### src/rtl/spi_master_arbiter_if.sv
// spi_master_arbiter_if: requester and SPI-master side signals.
// master modport is the arbiter view, slave the environment view.
interface spi_master_arbiter_if #(
  parameter int N_REQ     = 2,
  parameter int WORD_SIZE = 16,
  parameter int CSW       = 1
);
  logic [N_REQ-1:0]           req_valid;
  logic [N_REQ*CSW-1:0]       req_cs;
  logic [N_REQ*WORD_SIZE-1:0] req_data;
  logic [N_REQ-1:0]           req_ack;
  logic [N_REQ-1:0]           resp_valid;
  logic                       resp_err;
  logic [WORD_SIZE-1:0]       resp_data;
  logic                       busy;
  logic                       m_start;
  logic [CSW-1:0]             m_chip_select;
  logic [WORD_SIZE-1:0]       m_tx_data;
  logic                       m_ready;
  logic [WORD_SIZE-1:0]       m_rx_data;

  modport master (
    input  req_valid, req_cs, req_data,
    input  m_ready, m_rx_data,
    output req_ack, resp_valid, resp_err,
    output resp_data, busy,
    output m_start, m_chip_select, m_tx_data
  );

  modport slave (
    output req_valid, req_cs, req_data,
    output m_ready, m_rx_data,
    input  req_ack, resp_valid, resp_err,
    input  resp_data, busy,
    input  m_start, m_chip_select, m_tx_data
  );
endinterface

### src/rtl/spi_master_arbiter.sv
// spi_master_arbiter: round-robin sharing of one SPI master.
// Latches the winner's request, runs it, returns RX word or error.
module spi_master_arbiter #(
  parameter int N_REQ         = 2,
  parameter int WORD_SIZE     = 16,
  parameter int SLAVE_COUNT   = 2,
  parameter int START_TIMEOUT = 8
) (
  input  logic                 clk,
  input  logic                 reset_n,
  spi_master_arbiter_if.master bus
);
  localparam int CSW = $clog2(SLAVE_COUNT);
  localparam int PW  = $clog2(N_REQ);
  localparam int TW  = $clog2(START_TIMEOUT);

  typedef enum logic [1:0] {
    S_IDLE,
    S_ISSUE,
    S_BUSY
  } state_t;

  state_t               state_q, state_d;
  logic [PW-1:0]        ptr_q, ptr_d;
  logic [PW-1:0]        owner_q, owner_d;
  logic [TW-1:0]        cnt_q, cnt_d;
  logic [N_REQ-1:0]     ack_q, ack_d;
  logic [N_REQ-1:0]     rv_q, rv_d;
  logic                 err_q, err_d;
  logic [WORD_SIZE-1:0] rdata_q, rdata_d;
  logic                 busy_q, busy_d;
  logic                 start_q, start_d;
  logic [CSW-1:0]       cs_q, cs_d;
  logic [WORD_SIZE-1:0] tx_q, tx_d;

  logic                 found;
  logic [PW-1:0]        win;

  // first pending requester at or after ptr, wrapping
  always_comb begin
    found = 1'b0;
    win   = '0;
    for (int k = 0; k < N_REQ; k++) begin
      if (!found &&
          bus.req_valid[(int'(ptr_q) + k) % N_REQ]) begin
        found = 1'b1;
        win   = PW'((int'(ptr_q) + k) % N_REQ);
      end
    end
  end

  // grant / issue / wait sequencing and output next-state
  always_comb begin
    state_d = state_q;
    ptr_d   = ptr_q;
    owner_d = owner_q;
    cnt_d   = cnt_q;
    ack_d   = '0;
    rv_d    = '0;
    err_d   = err_q;
    rdata_d = rdata_q;
    busy_d  = busy_q;
    start_d = start_q;
    cs_d    = cs_q;
    tx_d    = tx_q;
    unique case (state_q)
      S_IDLE: begin
        if (bus.m_ready && found) begin
          owner_d    = win;
          ptr_d      = (int'(win) == N_REQ - 1) ?
                       '0 : win + 1'b1;
          ack_d[win] = 1'b1;
          cs_d       = bus.req_cs[int'(win) * CSW +: CSW];
          tx_d       = bus.req_data[int'(win) * WORD_SIZE
                                    +: WORD_SIZE];
          start_d    = 1'b1;
          busy_d     = 1'b1;
          cnt_d      = '0;
          state_d    = S_ISSUE;
        end
      end
      S_ISSUE: begin
        if (!bus.m_ready) begin
          start_d = 1'b0;
          state_d = S_BUSY;
        end else if (cnt_q == TW'(START_TIMEOUT - 1)) begin
          start_d       = 1'b0;
          rv_d[owner_q] = 1'b1;
          err_d         = 1'b1;
          rdata_d       = '0;
          busy_d        = 1'b0;
          state_d       = S_IDLE;
        end else begin
          cnt_d = cnt_q + 1'b1;
        end
      end
      S_BUSY: begin
        if (bus.m_ready) begin
          rdata_d       = bus.m_rx_data;
          err_d         = 1'b0;
          rv_d[owner_q] = 1'b1;
          busy_d        = 1'b0;
          state_d       = S_IDLE;
        end
      end
      default: state_d = S_IDLE;
    endcase
  end

  // state and registered outputs
  always_ff @(posedge clk or negedge reset_n) begin
    if (!reset_n) begin
      state_q <= S_IDLE;
      ptr_q   <= '0;
      owner_q <= '0;
      cnt_q   <= '0;
      ack_q   <= '0;
      rv_q    <= '0;
      err_q   <= 1'b0;
      rdata_q <= '0;
      busy_q  <= 1'b0;
      start_q <= 1'b0;
      cs_q    <= '0;
      tx_q    <= '0;
    end else begin
      state_q <= state_d;
      ptr_q   <= ptr_d;
      owner_q <= owner_d;
      cnt_q   <= cnt_d;
      ack_q   <= ack_d;
      rv_q    <= rv_d;
      err_q   <= err_d;
      rdata_q <= rdata_d;
      busy_q  <= busy_d;
      start_q <= start_d;
      cs_q    <= cs_d;
      tx_q    <= tx_d;
    end
  end

  assign bus.req_ack       = ack_q;
  assign bus.resp_valid    = rv_q;
  assign bus.resp_err      = err_q;
  assign bus.resp_data     = rdata_q;
  assign bus.busy          = busy_q;
  assign bus.m_start       = start_q;
  assign bus.m_chip_select = cs_q;
  assign bus.m_tx_data     = tx_q;
endmodule

### src/flat_wrapper.sv
// flat-port wrapper written by rule: the top's interface ports become plain ports
module spi_master_arbiter_flat 
#(
  parameter int N_REQ         = 2,
  parameter int WORD_SIZE     = 16,
  parameter int SLAVE_COUNT   = 2,
  parameter int START_TIMEOUT = 8
)
  (clk, reset_n, bus_req_valid, bus_req_cs, bus_req_data, bus_m_ready, bus_m_rx_data, bus_req_ack, bus_resp_valid, bus_resp_err, bus_resp_data, bus_busy, bus_m_start, bus_m_chip_select, bus_m_tx_data);
  spi_master_arbiter_if #(.N_REQ(N_REQ), .WORD_SIZE(WORD_SIZE), .CSW(1)) bus_i ();
  input  logic clk;
  input  logic reset_n;
  input wire logic [$bits(bus_i.req_valid)-1:0] bus_req_valid;
  input wire logic [$bits(bus_i.req_cs)-1:0] bus_req_cs;
  input wire logic [$bits(bus_i.req_data)-1:0] bus_req_data;
  input wire logic [$bits(bus_i.m_ready)-1:0] bus_m_ready;
  input wire logic [$bits(bus_i.m_rx_data)-1:0] bus_m_rx_data;
  output wire logic [$bits(bus_i.req_ack)-1:0] bus_req_ack;
  output wire logic [$bits(bus_i.resp_valid)-1:0] bus_resp_valid;
  output wire logic [$bits(bus_i.resp_err)-1:0] bus_resp_err;
  output wire logic [$bits(bus_i.resp_data)-1:0] bus_resp_data;
  output wire logic [$bits(bus_i.busy)-1:0] bus_busy;
  output wire logic [$bits(bus_i.m_start)-1:0] bus_m_start;
  output wire logic [$bits(bus_i.m_chip_select)-1:0] bus_m_chip_select;
  output wire logic [$bits(bus_i.m_tx_data)-1:0] bus_m_tx_data;
  assign bus_i.req_valid = bus_req_valid;
  assign bus_i.req_cs = bus_req_cs;
  assign bus_i.req_data = bus_req_data;
  assign bus_i.m_ready = bus_m_ready;
  assign bus_i.m_rx_data = bus_m_rx_data;
  assign bus_req_ack = bus_i.req_ack;
  assign bus_resp_valid = bus_i.resp_valid;
  assign bus_resp_err = bus_i.resp_err;
  assign bus_resp_data = bus_i.resp_data;
  assign bus_busy = bus_i.busy;
  assign bus_m_start = bus_i.m_start;
  assign bus_m_chip_select = bus_i.m_chip_select;
  assign bus_m_tx_data = bus_i.m_tx_data;
  spi_master_arbiter #(.N_REQ(N_REQ), .WORD_SIZE(WORD_SIZE), .SLAVE_COUNT(SLAVE_COUNT), .START_TIMEOUT(START_TIMEOUT)) u_core (.clk(clk), .reset_n(reset_n), .bus(bus_i));
endmodule
### config.mk
export PLATFORM = sky130hd
export DESIGN_NAME = spi_master_arbiter_flat
export DESIGN_NICKNAME = d
export VERILOG_FILES = /design/src/rtl/spi_master_arbiter_if.sv /design/src/rtl/spi_master_arbiter.sv /design/src/flat_wrapper.sv
export SDC_FILE = /design/constraint.sdc
export NUM_CORES = 1
export LEC_CHECK = 0
export CORE_MARGIN = 1.5
export CORE_UTILIZATION = 42
export CTS_CLUSTER_DIAMETER = 200
export CTS_CLUSTER_SIZE = 10
export DETAILED_ROUTE_END_ITERATION = 7
export PLACE_DENSITY = 0.86
export SYNTH_ARGS = -nofsm -noshare
export SYNTH_HDL_FRONTEND = slang
export SYNTH_SLANG_ARGS = --single-unit
### constraint.sdc
create_clock -name clk -period 2.3 [get_ports clk]
set_input_delay 0.46 -clock clk [delete_from_list [all_inputs] [get_ports clk]]
set_output_delay 0.46 -clock clk [all_outputs]
set_load 0.1 [all_outputs]
Fig. 1: run 1, PDN straps and rails
Scale bar: 20 um. Pins as bars on the die edge.
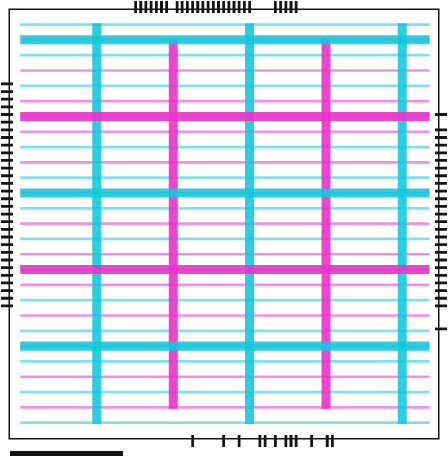
- VSS: cyan
- VDD: magenta
- met5 straps: 5
- signal pins: 95
- rows: 26
- met4 straps: 5

Fig. 2: run 1, placed cells, one color a class
Scale bar: 20 um.
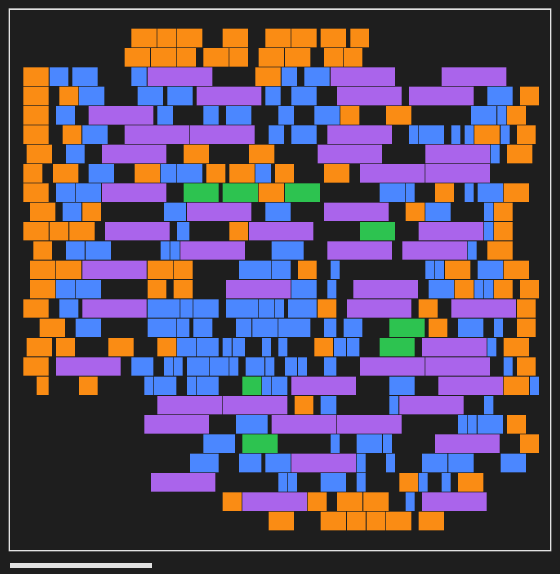
- flops: purple (cells 47; share of their area 37%)
- clock drivers and dummy loads: green (cells 8; share of their area 3.3%)
- other buffers and delay cells: orange (cells 102; share of their area 28%)
- all other logic: blue (cells 139; share of their area 31%)
utilization after layout: 0.629
Core Rows: 26
fraction of standard cell area that is sequential: 0.364
area inside the core boundary: 5140 um2
final design area excluding fillers: 3230 um2

Fig. 3: run 1, clock distribution
Scale bar: 20 um.
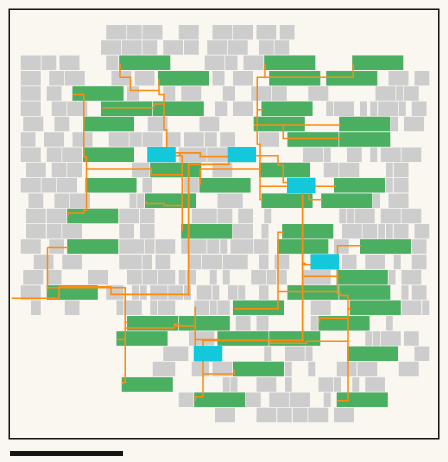
- flip-flops: green (count 47)
- cells driving clock nets: cyan (count 5)
- clock wires: orange (length 552 um)
- routed clock nets: 6
Layout Skew: 0.00399 ns
clock network latency to the later pin of the worst-skew pair: 0.29 ns

Fig. 4: run 1, routed metal, one color a layer
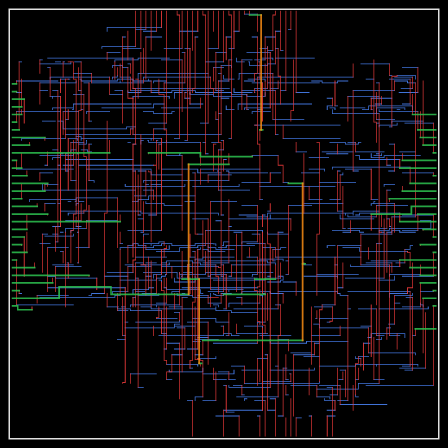
- met2: red (wire length 2450 um)
- met3: green (wire length 315 um)
- met1: blue (wire length 2280 um)
- met4: orange (wire length 86.4 um)
total length of routed wires: 5.13 mm
via count of the routed design: 1819

run 1: area by class of cell:
type | count | area, um2 | area share
Sequential cell | 47 | 1180 | 0.364
Timing Repair Buffer | 102 | 896 | 0.277
Multi-Input combinational cell | 116 | 882 | 0.273
Clock buffer | 7 | 96.3 | 0.0298
Tap cell | 70 | 87.6 | 0.0271
Inverter | 23 | 86.3 | 0.0267
Clock inverter | 1 | 7.51 | 0.00232
==> impl_metrics.xml, run 1 <==
<?xml version="1.0" encoding="UTF-8"?>
<metrics>
  <group name="global_route">
    <metric name="grt.total_usage" unit="">0.183</metric>
    <metric name="grt_pass1_vias" unit="">1852</metric>
  </group>
  <group name="detailed_routing">
    <metric name="routed_antenna_nets" unit="">0</metric>
    <metric name="dr_wl_met3" unit="um">315</metric>
    <metric name="drtIter0Drc" unit="">94</metric>
    <metric name="top_layer" unit="">met4</metric>
    <metric name="dr.pass1.iters" unit="">4</metric>
    <metric name="routed-wl-met2" unit="mm">2.45</metric>
  </group>
  <group name="setup_path">
    <metric name="kind_of_end_point_of_the_critical_path" unit="">flop</metric>
    <metric name="worstSetupPathType" unit="">flop to flop</metric>
    <metric name="logic_depth_of_the_worst_setup_path_including_buffers" unit="">6</metric>
    <metric name="worst-path-max-fanout" unit="">17</metric>
    <metric name="r2r_slack" unit="ns">0.41</metric>
    <metric name="worst_path_most_repeated_cell" unit="">sky130_fd_sc_hd__ha_1</metric>
    <metric name="worstPathCellList" unit="">ha_1, ha_1, mux2_2, nand2_2, buf_4, mux2i_1</metric>
    <metric name="regToRegEndpoint" unit="">u_core.bus.resp_data[12]</metric>
    <metric name="critPathTopFamily" unit="">multiplexers</metric>
    <metric name="startpoint" unit="">u_core.cnt_q[0]</metric>
  </group>
  <group name="timing">
    <metric name="grt_setup_unrepaired" unit="">false</metric>
    <metric name="slew_violations" unit="">0</metric>
    <metric name="shortest_clock_period_the_worst_path_allows_after_layout" unit="ns">1.89</metric>
    <metric name="final.setup.worst_slack" unit="ns">0.406</metric>
    <metric name="hold_viol" unit="">0</metric>
    <metric name="finalSetupViolCount" unit="">0</metric>
    <metric name="timing.fmax" unit="MHz">528</metric>
  </group>
  <group name="logic_synthesis">
    <metric name="synth_area" unit="um2">2240</metric>
    <metric name="yosys.cell_types.count" unit="">34</metric>
    <metric name="edf_count" unit="">0</metric>
    <metric name="ys_warn_count" unit="">0</metric>
    <metric name="synth.yosys.num_cells" unit="">199</metric>
    <metric name="area_leaders" unit="">sky130_fd_sc_hd__dfrtp_1, sky130_fd_sc_hd__mux2i_1, sky130_fd_sc_hd__a221o_1</metric>
    <metric name="syn-mean-instance-area" unit="um2">11.3</metric>
    <metric name="synth-area-yosys" unit="um2">2240</metric>
    <metric name="synth_nets" unit="">260</metric>
  </group>
  <group name="flow_run">
    <metric name="drv.max_cap_violation_count" unit="">0</metric>
  </group>
  <group name="floorplan">
    <metric name="overall_chip_area" unit="um2">5780</metric>
  </group>
  <group name="clock_network">
    <metric name="postCtsResizedCells" unit="">0</metric>
    <metric name="cts_tree" unit="">done</metric>
    <metric name="cts.hold.buffers_added" unit="">0</metric>
    <metric name="tritoncts_num_sinks" unit="">47</metric>
    <metric name="h_tree_depth" unit="">2</metric>
  </group>
  <group name="finish">
    <metric name="synthToLayoutAreaGrowth" unit="%">44.3</metric>
    <metric name="final_std_cells_w_o_fill" unit="">366</metric>
  </group>
  <group name="min_path">
    <metric name="timing.hold.worst.class" unit="">primary input to asynchronous set/reset pin</metric>
  </group>
  <group name="place">
    <metric name="pre_cts_ws" unit="ns">0.241</metric>
  </group>
  <group name="outcome">
    <metric name="outcome" unit="">finished, final reports clean</metric>
  </group>
</metrics>
Fig. 5: run 1, congestion heat map
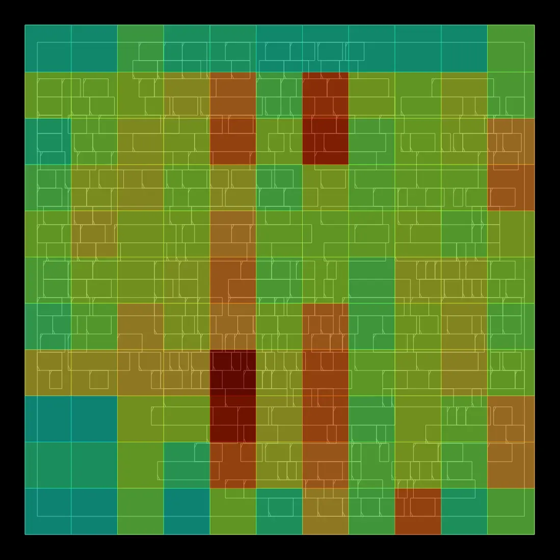

==> run 1 -> run 2 <==
==> constraint.sdc (replaced) <==
create_clock -name clk -period 1.9 [get_ports clk]
set_input_delay 0.38 -clock clk [delete_from_list [all_inputs] [get_ports clk]]
set_output_delay 0.38 -clock clk [all_outputs]
set_load 0.1 [all_outputs]
Fig. 6: run 2, congestion heat map
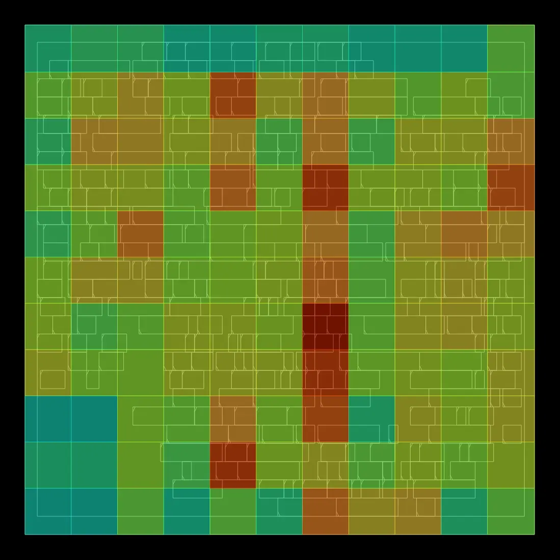
WL/cell: 14.1 um
met1 track demand over resource in global routing: 0.243
utilization after layout: 0.643
global routing met3 resource utilization: 0.0443

==> run 2 against run 1 <==
Net effect:
- hold slack better by 0.0085 ns
- critical path type unchanged
- setup slack worse by 0.23 ns
- first-iteration DRC count down 23%
==> impl_metrics.xml, run 2 <==
<?xml version="1.0" encoding="UTF-8"?>
<metrics>
  <group name="timing">
    <metric name="final.setup.worst_slack" unit="ns">0.177</metric>
    <metric name="finalSetupViolCount" unit="">0</metric>
    <metric name="grt_setup_unrepaired" unit="">false</metric>
    <metric name="final.setup.tns" unit="ns">0</metric>
    <metric name="slew_violations" unit="">0</metric>
    <metric name="hold_viol" unit="">0</metric>
    <metric name="shortest_clock_period_the_worst_path_allows_after_layout" unit="ns">1.72</metric>
    <metric name="timing.fmax" unit="MHz">580</metric>
    <metric name="finClkSkew" unit="ns">0.0110</metric>
  </group>
  <group name="logic_synthesis">
    <metric name="syn-mean-instance-area" unit="um2">11.3</metric>
    <metric name="yosys.cell_types.count" unit="">34</metric>
    <metric name="synth_nets" unit="">260</metric>
    <metric name="edf_count" unit="">0</metric>
    <metric name="ys_warn_count" unit="">0</metric>
    <metric name="area_leaders" unit="">sky130_fd_sc_hd__dfrtp_1, sky130_fd_sc_hd__mux2i_1, sky130_fd_sc_hd__a221o_1</metric>
    <metric name="synth-area-yosys" unit="um2">2240</metric>
    <metric name="synth-async-reset-ratio" unit="">1.00</metric>
    <metric name="synth.cells.most_frequent" unit="">sky130_fd_sc_hd__dfrtp_1, sky130_fd_sc_hd__inv_1, sky130_fd_sc_hd__nand2_1</metric>
    <metric name="synth_area" unit="um2">2240</metric>
    <metric name="synth.yosys.num_cells" unit="">199</metric>
  </group>
  <group name="setup_path">
    <metric name="kind_of_end_point_of_the_critical_path" unit="">flop</metric>
    <metric name="max_stage_delay" unit="ns">0.39</metric>
    <metric name="regToRegEndpoint" unit="">u_core.bus.resp_data[4]</metric>
    <metric name="slowest_stage" unit="">sky130_fd_sc_hd__dfrtp_1</metric>
    <metric name="r2r_slack" unit="ns">0.18</metric>
    <metric name="setup.worst_path.end" unit="">u_core.bus.resp_data[4]</metric>
    <metric name="worst_path_most_repeated_cell" unit="">sky130_fd_sc_hd__ha_1</metric>
    <metric name="critical_path_required" unit="ns">2.12</metric>
    <metric name="worst-path-max-fanout" unit="">17</metric>
    <metric name="logic_depth_of_the_worst_setup_path_including_buffers" unit="">6</metric>
    <metric name="worstPathCellList" unit="">ha_1, ha_1, mux2_2, nand2_2, buf_12, mux2i_1</metric>
    <metric name="critPathTopFamily" unit="">multiplexers</metric>
    <metric name="startpoint" unit="">u_core.cnt_q[0]</metric>
    <metric name="worstSetupPathType" unit="">flop to flop</metric>
  </group>
  <group name="clock_network">
    <metric name="postCtsResizedCells" unit="">0</metric>
    <metric name="h_tree_depth" unit="">2</metric>
    <metric name="cts_tree" unit="">done</metric>
    <metric name="tritoncts_num_sinks" unit="">47</metric>
    <metric name="worstSkewPairLatency" unit="ns">0.30</metric>
    <metric name="cts_buffers" unit="">5</metric>
    <metric name="cts.hold.buffers_added" unit="">0</metric>
  </group>
  <group name="detailed_routing">
    <metric name="detail_route.wirelength" unit="mm">5.15</metric>
    <metric name="via_count_of_the_routed_design" unit="">1832</metric>
    <metric name="top_layer" unit="">met4</metric>
    <metric name="drtIter0Drc" unit="">72</metric>
    <metric name="dr_wl_met3" unit="um">290</metric>
    <metric name="routed-wl-met2" unit="mm">2.60</metric>
    <metric name="dr.pass1.iters" unit="">4</metric>
    <metric name="routed_antenna_nets" unit="">0</metric>
  </group>
  <group name="finish">
    <metric name="final_std_cells_w_o_fill" unit="">366</metric>
    <metric name="postLayoutCellArea" unit="um2">3310</metric>
    <metric name="synthToLayoutAreaGrowth" unit="%">47.6</metric>
  </group>
  <group name="global_route">
    <metric name="grt.total_usage" unit="">0.188</metric>
    <metric name="global_route.overflow_total" unit="">0</metric>
    <metric name="grt_pass1_vias" unit="">1913</metric>
    <metric name="grt_start_max_net_pins" unit="">28</metric>
  </group>
  <group name="flow_run">
    <metric name="drv.max_cap_violation_count" unit="">0</metric>
  </group>
  <group name="outcome">
    <metric name="outcome" unit="">finished, final reports clean</metric>
  </group>
  <group name="min_path">
    <metric name="timing.hold.worst.class" unit="">primary input to asynchronous set/reset pin</metric>
  </group>
  <group name="floorplan">
    <metric name="core.rowCount" unit="">26</metric>
    <metric name="core_area" unit="um2">5140</metric>
    <metric name="overall_chip_area" unit="um2">5780</metric>
  </group>
  <group name="place">
    <metric name="pre_cts_ws" unit="ns">0.00287</metric>
  </group>
</metrics>
==> run 2: cell counts after synthesis <==
Identical to the previous run, type by type.
==> run 2: cell type report <==
type	count	area, um2
fillers	418	1830
clock buffers	5	68.8
repair buffers	102	958
well taps	70	87.6
clock inverters	3	46.3
flip-flops and latches	47	1180
multi-input cells	116	882
inverters	23	86.3
==> run 2: cell families after synthesis <==
| kind of cell | Yosys count | synth area share |
|---|---|---|
| fa+ha+maj | 6 | 0.0335 |
| mux | 21 | 0.0950 |
| buf+inv | 36 | 0.0810 |
| simple gates | 53 | 0.128 |
| flops | 47 | 0.525 |
| compound gates | 36 | 0.137 |
Fig. 7: run 2, clock distribution
Scale bar: 20 um.
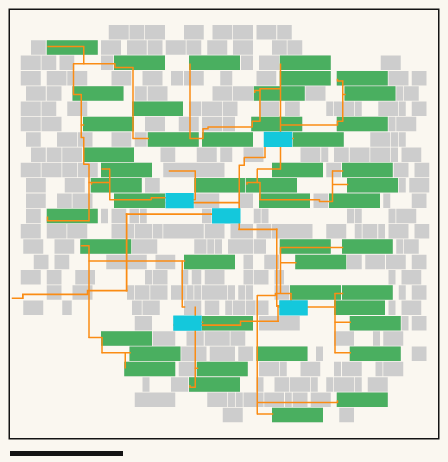

==> run 2 -> run 3 <==
==> constraint.sdc (replaced) <==
create_clock -name clk -period 1.94 [get_ports clk]
set_input_delay 0.388 -clock clk [delete_from_list [all_inputs] [get_ports clk]]
set_output_delay 0.388 -clock clk [all_outputs]
set_load 0.1 [all_outputs]
Fig. 8: run 3, clock distribution
Scale bar: 20 um.
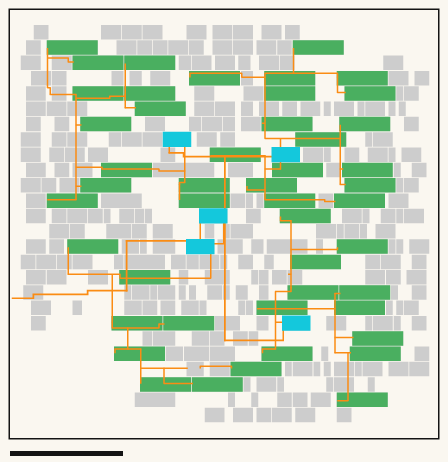
- cells driving clock nets: cyan (count 5)
- clock wires: orange (length 521 um)
- flip-flops: green (count 47)
- routed clock nets: 6
Layout Skew: 0.00793 ns
clock network latency to the later pin of the worst-skew pair: 0.30 ns

==> run 3 against run 2 <==
Net effect:
- count of clock-buffer cells in the layout is the same
- register-to-register slack improved by 0.04 ns
- utilization shrank 0.097 points
- critical endpoint is now u_core.cnt_q[0]
- design area is 0.15% lower
- critical path type unchanged
==> impl_metrics.xml, run 3 <==
<?xml version="1.0" encoding="UTF-8"?>
<metrics>
  <group name="global_route">
    <metric name="global_route.overflow_total" unit="">0</metric>
    <metric name="grt.total_usage" unit="">0.182</metric>
    <metric name="grt_util_met3" unit="">0.0491</metric>
    <metric name="grt_start_max_net_pins" unit="">28</metric>
    <metric name="grt_pass1_vias" unit="">1737</metric>
    <metric name="use_met1" unit="">0.249</metric>
  </group>
  <group name="detailed_routing">
    <metric name="dr_wl_met3" unit="um">287</metric>
    <metric name="via_per_inst" unit="">4.96</metric>
    <metric name="via_count_of_the_routed_design" unit="">1819</metric>
    <metric name="drtIter0Drc" unit="">90</metric>
    <metric name="routed_antenna_nets" unit="">0</metric>
    <metric name="top_layer" unit="">met4</metric>
    <metric name="dr.pass1.iters" unit="">4</metric>
    <metric name="detail_route.wirelength" unit="mm">5.14</metric>
    <metric name="routed-wl-met2" unit="mm">2.46</metric>
  </group>
  <group name="logic_synthesis">
    <metric name="synth-area-yosys" unit="um2">2240</metric>
    <metric name="synthDominantCellAreaShare" unit="">0.525</metric>
    <metric name="post_synth_ao_oa_area_fraction" unit="">0.137</metric>
    <metric name="syn-mean-instance-area" unit="um2">11.3</metric>
    <metric name="synth.mux.area_fraction" unit="">0.0950</metric>
    <metric name="area_leaders" unit="">sky130_fd_sc_hd__dfrtp_1, sky130_fd_sc_hd__mux2i_1, sky130_fd_sc_hd__a221o_1</metric>
    <metric name="synth_nets" unit="">260</metric>
    <metric name="edf_count" unit="">0</metric>
    <metric name="synth_area" unit="um2">2240</metric>
    <metric name="synth.logic.top_family" unit="">AND-OR/OR-AND gates</metric>
    <metric name="yosys.cell_types.count" unit="">34</metric>
    <metric name="synth-async-reset-ratio" unit="">1.00</metric>
    <metric name="synthesized_area_fraction_occupied_by_adder_cells" unit="">0.0335</metric>
    <metric name="simple_gate_area_frac" unit="">0.128</metric>
    <metric name="ys_warn_count" unit="">0</metric>
    <metric name="synth.cells.most_frequent" unit="">sky130_fd_sc_hd__dfrtp_1, sky130_fd_sc_hd__inv_1, sky130_fd_sc_hd__nand2_1</metric>
  </group>
  <group name="setup_path">
    <metric name="worstPathCellList" unit="">inv_1, ha_1, or3b_1, o2111ai_1, mux2_2</metric>
    <metric name="slowest_stage" unit="">sky130_fd_sc_hd__dfrtp_1</metric>
    <metric name="worst-path-max-fanout" unit="">9</metric>
    <metric name="kind_of_end_point_of_the_critical_path" unit="">flop</metric>
    <metric name="max_stage_delay" unit="ns">0.42</metric>
    <metric name="critical_path_required" unit="ns">2.18</metric>
    <metric name="worstSetupPathType" unit="">flop to flop</metric>
  </group>
  <group name="finish">
    <metric name="area_dominant_class" unit="">sequential cells</metric>
    <metric name="area.combinational" unit="um2">882</metric>
    <metric name="clock_distribution_area_overhead_in_the_final_layout" unit="">0.0349</metric>
    <metric name="combAreaFraction" unit="">0.267</metric>
    <metric name="ff_latch_area" unit="um2">1180</metric>
    <metric name="layout.filler_cells" unit="">432</metric>
    <metric name="inverter_count_of_the_layout_excluding_clock_inverters" unit="">23</metric>
    <metric name="signal_buffer_area_fraction" unit="">0.289</metric>
    <metric name="logic_gates" unit="">116</metric>
    <metric name="postLayoutCellArea" unit="um2">3300</metric>
    <metric name="fin_util" unit="">0.642</metric>
    <metric name="synthToLayoutAreaGrowth" unit="%">47.4</metric>
    <metric name="seqAreaFraction" unit="">0.356</metric>
    <metric name="final_std_cells_w_o_fill" unit="">367</metric>
    <metric name="number_of_signal_net_buffers_in_the_layout" unit="">103</metric>
    <metric name="sequential_cell_total" unit="">47</metric>
    <metric name="nClkBuffers" unit="">5</metric>
  </group>
  <group name="floorplan">
    <metric name="io_pins" unit="">95</metric>
    <metric name="taps" unit="">70</metric>
    <metric name="core_area" unit="um2">5140</metric>
    <metric name="core.rowCount" unit="">26</metric>
    <metric name="overall_chip_area" unit="um2">5780</metric>
  </group>
  <group name="timing">
    <metric name="final.setup.tns" unit="ns">0</metric>
    <metric name="slew_violations" unit="">0</metric>
    <metric name="timing.fmax" unit="MHz">579</metric>
    <metric name="grt_setup_unrepaired" unit="">false</metric>
    <metric name="finalSetupViolCount" unit="">0</metric>
    <metric name="shortest_clock_period_the_worst_path_allows_after_layout" unit="ns">1.73</metric>
    <metric name="final.setup.worst_slack" unit="ns">0.212</metric>
    <metric name="hold_viol" unit="">0</metric>
  </group>
  <group name="outcome">
    <metric name="outcome" unit="">finished, final reports clean</metric>
  </group>
  <group name="clock_network">
    <metric name="tritoncts_num_sinks" unit="">47</metric>
    <metric name="cts_tree" unit="">done</metric>
    <metric name="postCtsResizedCells" unit="">0</metric>
    <metric name="cts_buffers" unit="">5</metric>
    <metric name="cts.hold.buffers_added" unit="">0</metric>
  </group>
  <group name="flow_run">
    <metric name="number_of_logged_tool_warnings" unit="">29</metric>
    <metric name="drv.max_cap_violation_count" unit="">0</metric>
  </group>
  <group name="place">
    <metric name="pre_cts_ws" unit="ns">0.0157</metric>
  </group>
  <group name="min_path">
    <metric name="timing.hold.worst.class" unit="">primary input to asynchronous set/reset pin</metric>
  </group>
</metrics>
run 3: path summary, 6_finish.rpt:
check                      depth (start not counted)              start                       end  slack (ns)
max in group asynchronous                          2            reset_n         u_core.state_q[0]        1.41
min in group clk                                   1     u_core.owner_q  u_core.bus.resp_valid[0]        0.48
min reg2reg                                        1     u_core.owner_q  u_core.bus.resp_valid[0]        0.48
min                                                1            reset_n   u_core.bus.resp_data[3]        0.04
max                                                5  u_core.state_q[0]           u_core.cnt_q[0]        0.21
max reg2reg                                        5  u_core.state_q[0]           u_core.cnt_q[0]        0.21
